run_1/io_fan.png
Drawn at 3 px/µm.
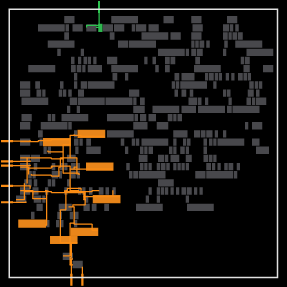
run_1/cell_density.png
Drawn at 4 px/µm. 9 x 9 tiles, from dark blue (low) to red (high), 0 to 100% covered.
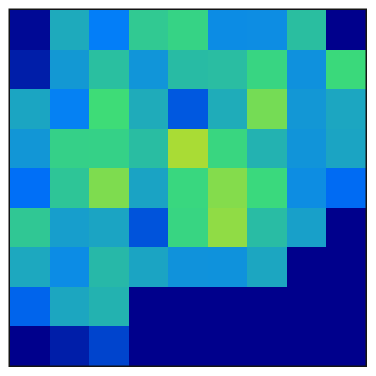
run_1/layer_met3.png
Drawn at 6 px/µm.
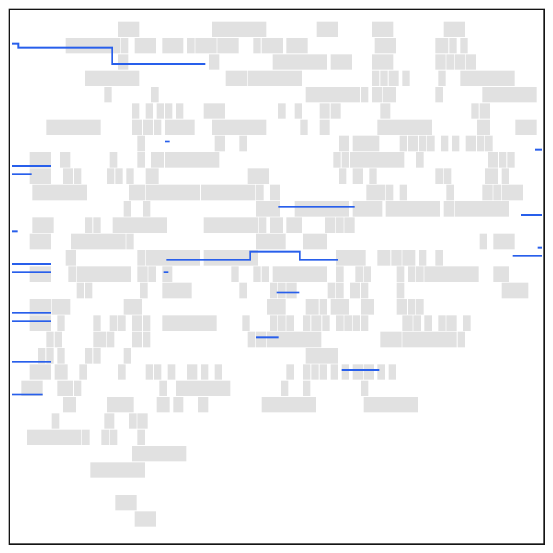
Design teller_dispatcher_flat, sky130hd; sources not shown.
==> summary.txt, run 1 <==
Registers, synthesis = 36
first-pass GRT wire length = 7044 µm
synth warn = 0
highest-count logic cell in the final layout = nand2_1
type of origin of the critical path = flop
DP Wirelength = 2961 µm
DRT iter0 DRCs = 55
DRC viols = 0
Final #Nets = 306
vias per inst = 4.266
crit path capture type = primary output
remaining antenna violation count after routing = 0
fmax = 0.6128 GHz
Top Layout Cells = 72 x nand2_1, 37 x inv_1, 36 x dfrtp_1, 30 x clkdlybuf4s50_1, 29 x nor2_1
diode count = 0
Worst-Margin Slew = 0.7846 ns
worst hold-check path type = in -> async
fp util = 25.89%
Largest type area fraction = 47.71%
Sink Count = 36
Power per Cell Area = 1338 nW/µm²
clk latency late pin = 0.29 ns
yosys stat cell total = 255
clock root buffer = clkbuf_8
RSZ-0062 raised after global routing = no
CTS max path bufs = 2
Die ar. = 7904 µm²
# hold bufs at CTS = 0
placed insts = 385
setup slack, reg-to-reg = 0.24 ns
total CTS buffers = 5
share of cells above drive strength 1 = 9.153%
# setup viols final = 0
Mapped Nets = 267
synth-to-layout area growth = 28.69%
Die Wd = 88.91 µm
DR WL/cell = 10.58 µm
leakage = 0.001258 µW
Max Clock Skew = 0.005161 ns
register share after synthesis = 47.71%
global route total overflow = 0
largest net degree at the start of global routing = 37
Slew Limit Fails = 0
YS chip area = 1888 µm²
fin crit share = 90.66%
tally of non-filler cells in the final layout = 394
Initial DRT Pass Iterations = 4
Synth Instances = 255
Worst EP arrival = 1.36 ns
peak supply drop = 422.2 µV
H-tree levels = 2
Fin. Hold Viols = 0
Mean Syn Cell Area = 7.404 µm²
Synth cell types = 22
initial antenna violation count = 0
status = finished clean
post-layout power = 3251 µW
Vert. Die Dim = 88.91 µm
final worst path period need = 1.632 ns
CTS tree = done
synthesized area = 1888 µm²
R2R depth = 9
crit path DRT = 1.53 ns
Rows = 31
CP max FO = 3
Placer Congestion = 0.7491
Worst slew margin = 47.62%
All-Layer GR Usage = 11.76%
tool warnings = 26
CTS clk-pin slew, worst paths = 0.08 ns
tally of max-capacitance violations = 0
Largest register FFs = 8
Back to the opening pictures, io_fan.png:
Key: green = reset [direction input, edge top, end cells 1, buffers 1, wire 10.7 µm]; orange = bus_serving [direction output, edge 5 left, 2 bottom, end cells 7, buffers 7, wire 361 µm]
I/O pins: 32
Buffers on Ports: 31

Back to the opening pictures, cell_density.png:
The emptiest ninth of the die: lower right. 22% of the tiles are nearly empty. The mean over all tiles is 29%.
Final Util: 33.32%
Core ar.: 7292 µm²

Back to the opening pictures, layer_met3.png:
The layer holds 3.5% of the routed length. 17 nets have wire on it.
met3 usage: 3.139%
overall routed net length: 4169 µm
vias: 1681

[run 1: through the flow]
stage	setup WS [ns]	area, µm²	utilization, %
final	0.1682	2430	33.32
after CTS	0.05416	2425	33.25
after floorplan	0.4050	1888	-
after detailed placement	0.1587	2322	31.85
after global placement	-0.2257	2322	31.85
after global routing	0.06606	2430	33.32
[run 1: metal layers]
layer	part of all wire, %	GRT usage, %
met1	49	15.95
met2	46	18.04
met3	3.5	3.139
met4	0.70	4.252
met5	0	0
[run 1: synthesized netlist by cell type]
cell	instances
a21oi_1	6
a31oi_1	1
buf_2	1
buf_4	2
dfrtp_1	36
ha_1	3
inv_1	38
inv_2	7
nand2_1	73
nand2_2	1
nand2_4	1
nand3_1	26
nand4_1	11
nor2_1	29
nor2_2	2
nor3_1	1
nor3_2	1
o21ai_0	1
o21ai_1	10
o21bai_1	1
xnor2_1	2
xor2_1	2
[run 1: logic make-up after synthesis]
kind of cell	count (synthesis)	synth area share, %
buffers and inverters	48	10.01
and+or+nand+nor	145	33.20
xor gates and xnor gates	4	1.856
adders and majority gates	3	1.988
AOI/OAI and AO/OA	19	5.236
DFF	36	47.71
[run 1: area by class of cell]
class / count / area [µm²]
Clock buffer: 5 / 68.82
Sequential cell: 36 / 900.9
Inverter: 45 / 168.9
Fill cell: 830 / 4862
Buffer: 3 / 20.02
Tap cell: 99 / 123.9
Clock inverter: 3 / 18.77
Timing Repair Buffer: 32 / 320.3
Multi-Input combinational cell: 171 / 808.3
[run 1: what timing repair did]
| action | 4_1_cts | 5_1_grt |
|---|---|---|
| endpoints found under the setup margin | 2 | 2 |
| pin swaps | 0 | 0 |
| buffers inserted | 1 | 0 |
| resized | 2 | 2 |
[run 1: where the power goes]
group          switching (µW)  internal (µW)
Clock                     313            270
Combinational             709            636
Sequential                281           1040
Total                    1300           1950
[run 1: critical path: stages (launching register included)]
cell and delay [ns]:
dfrtp_1 0.38, inv_2 0.09, nand2_4 0.05, inv_1 0.06
clkdlybuf4s50_1 0.49
## Run 2: what changed since run 1
- CORE_MARGIN: not set -> 1.5
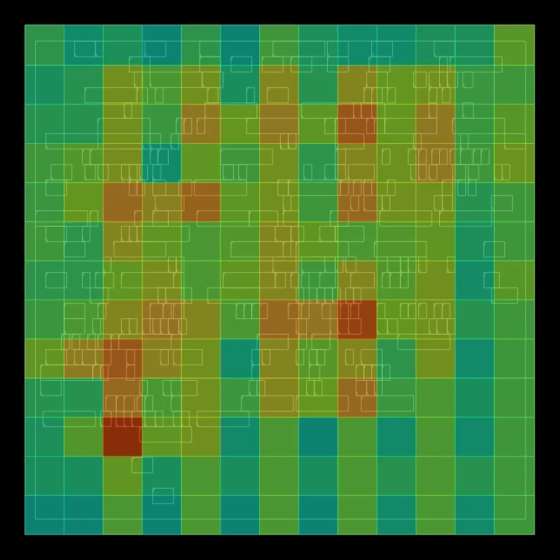
run_2/congestion.png
All-Layer GR Usage: 10.73%
Final Util: 33.70%
met3 usage: 2.369%
DR WL/cell: 10.42 µm
M2 GR Usage: 17.24%

==> run 2 against run 1 <==
Non-clock buffer count rose by 3. Cell area is 1.1% higher. Critical path depth unchanged.
==> summary.txt, run 2 <==
highest-count logic cell in the final layout = nand2_1
total CTS buffers = 5
Power per Cell Area = 1340 nW/µm²
crit path capture type = primary output
Mean Syn Cell Area = 7.404 µm²
Synth cell types = 22
Max Clock Skew = 0.003072 ns
CTS tree = done
global route total overflow = 0
Die Wd = 89.91 µm
vias = 1647
Core ar. = 7292 µm²
status = finished clean
Crit path depth = 4
most common cell in the netlist = nand2_1
Sw Ratio = 39.90%
Vert. Die Dim = 89.91 µm
P_int = 1979 µW
pre-CTS setup slack = 0.1666 ns
# hold bufs at CTS = 0
R2R depth = 9
setup slack, reg-to-reg = 0.27 ns
fin area = 2457 µm²
overall routed net length = 4135 µm
DRT iter0 DRCs = 42
YS chip area = 1888 µm²
Logic pwr share = 42.1%
tool warnings = 26
clk latency late pin = 0.29 ns
fp util = 25.89%
synth warn = 0
I/O pins = 32
CTS clk-pin slew, worst paths = 0.08 ns
register share after synthesis = 47.71%
H-tree levels = 2
Buffers on Ports = 31
Crit path top cell by count = inv_2
Largest type area fraction = 47.71%
fin crit share = 90.24%
type of origin of the critical path = flop
RSZ-0062 raised after global routing = no
Seq pwr share = 40.0%
logic area = 813.3 µm²
initial antenna violation count = 0
Synth Instances = 255
vias per inst = 4.149
first-pass GRT wire length = 7065 µm
Fin. Hold Viols = 0
Die ar. = 8083 µm²
fmax = 0.6156 GHz
Sink Count = 36
crit path DRT = 1.53 ns
leakage = 0.001272 µW
Initial DRT Pass Iterations = 4
Slew Limit Fails = 0
synth-to-layout area growth = 30.15%
# setup viols final = 0
WP buf/inv = 3
Largest delay share family, worst path = buffers and inverters
yosys stat cell total = 255
Final WS setup = 0.1756 ns
synthesized area = 1888 µm²
worst hold-check path type = in -> async
Switch Pwr = 1314 µW
placed cell area = 2322 µm²
Worst EP arrival = 1.35 ns
tally of max-capacitance violations = 0
clock root buffer = clkbuf_8
final worst path period need = 1.624 ns
number of enable flip-flop cells = 0
largest net degree at the start of global routing = 37
Commonest cells post-synth = 73 x nand2_1, 38 x inv_1, 36 x dfrtp_1
Layout fillers = 830
Worst-Margin Slew = 0.7772 ns
CP Cell Sequence = inv_2, nand2_4, inv_2, clkdlybuf4s50_1
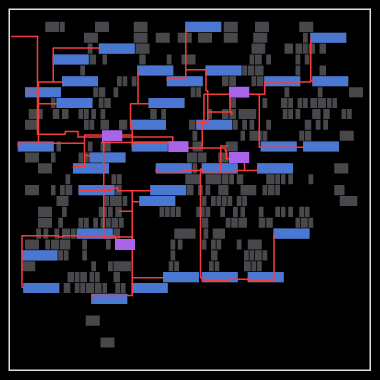
run_2/clk_routes.png
Drawn at 4 px/µm.
Key: purple = clock drivers [count 5]; blue = flip-flops [count 36]; red = clock wires [length 591 µm]
There are 6 routed clock nets.
clock power share: 17.8%
clk pwr: 587 µW

[run 2: cell families after synthesis]
family | Yosys count | synth area share [%]
compound gates | 19 | 5.236
simple gates | 145 | 33.20
flops | 36 | 47.71
buf+inv | 48 | 10.01
xor+xnor | 4 | 1.856
fa+ha+maj | 3 | 1.988
[run 2: layer usage]
layer	wire length, µm	vias up	track usage (%)
met4	48	0	3.968
li1	-	883	-
met1	2085	739	14.14
met2	1879	21	17.24
met3	122	4	2.369
met5	0	-	0
[run 2: layout make-up]
cell class	instances	area share, %
plain buffers	3	0.8147
clock buffers	5	2.800
clock inverters	3	0.7637
inverters	45	6.874
multi-input cells	171	33.10
flip-flops and latches	36	36.66
well taps	99	5.041
repair buffers	35	13.95
[run 2: power groups by stage]
| stage | clock (µW) | combinational (µW) | sequential [µW] |
|---|---|---|---|
| after floorplan | 0 | 839 | 1290 |
| after global placement | 0 | 1340 | 1350 |
| after detailed placement | 0 | 1340 | 1330 |
| after CTS | 617 | 1390 | 1320 |
| after global routing | 645 | 1600 | 1370 |
| final | 587 | 1390 | 1320 |
[run 2: stage by stage]
stage | utilization, % | instances | TNS, ns | hold slack [ns]
floorplan | - | 255 | 0 | 0.3014
CTS | 33.36 | 395 | 0 | 0.4330
detailed placement | 31.85 | 385 | 0 | 0.4657
global route | 33.70 | 397 | 0 | 0.4501
global placement | 31.85 | 385 | -8.401 | 0.4646
finish | 33.70 | 397 | 0 | 0.4368
[run 2: worst reg2reg max path: cells and delay by family, from the launching register on]
family,cells,cell delay (ns)
adder cells (fa/ha/maj),1,0.24
AND/OR/NAND/NOR,6,0.62
buffers and inverters,2,0.18
flip-flops,1,0.38
[run 2: repair_timing]
action,CTS,global route
setup buffers,2,2
gates resized,3,3
setup endpoints to repair,2,7
Power is estimated from default activity; no workload was simulated.
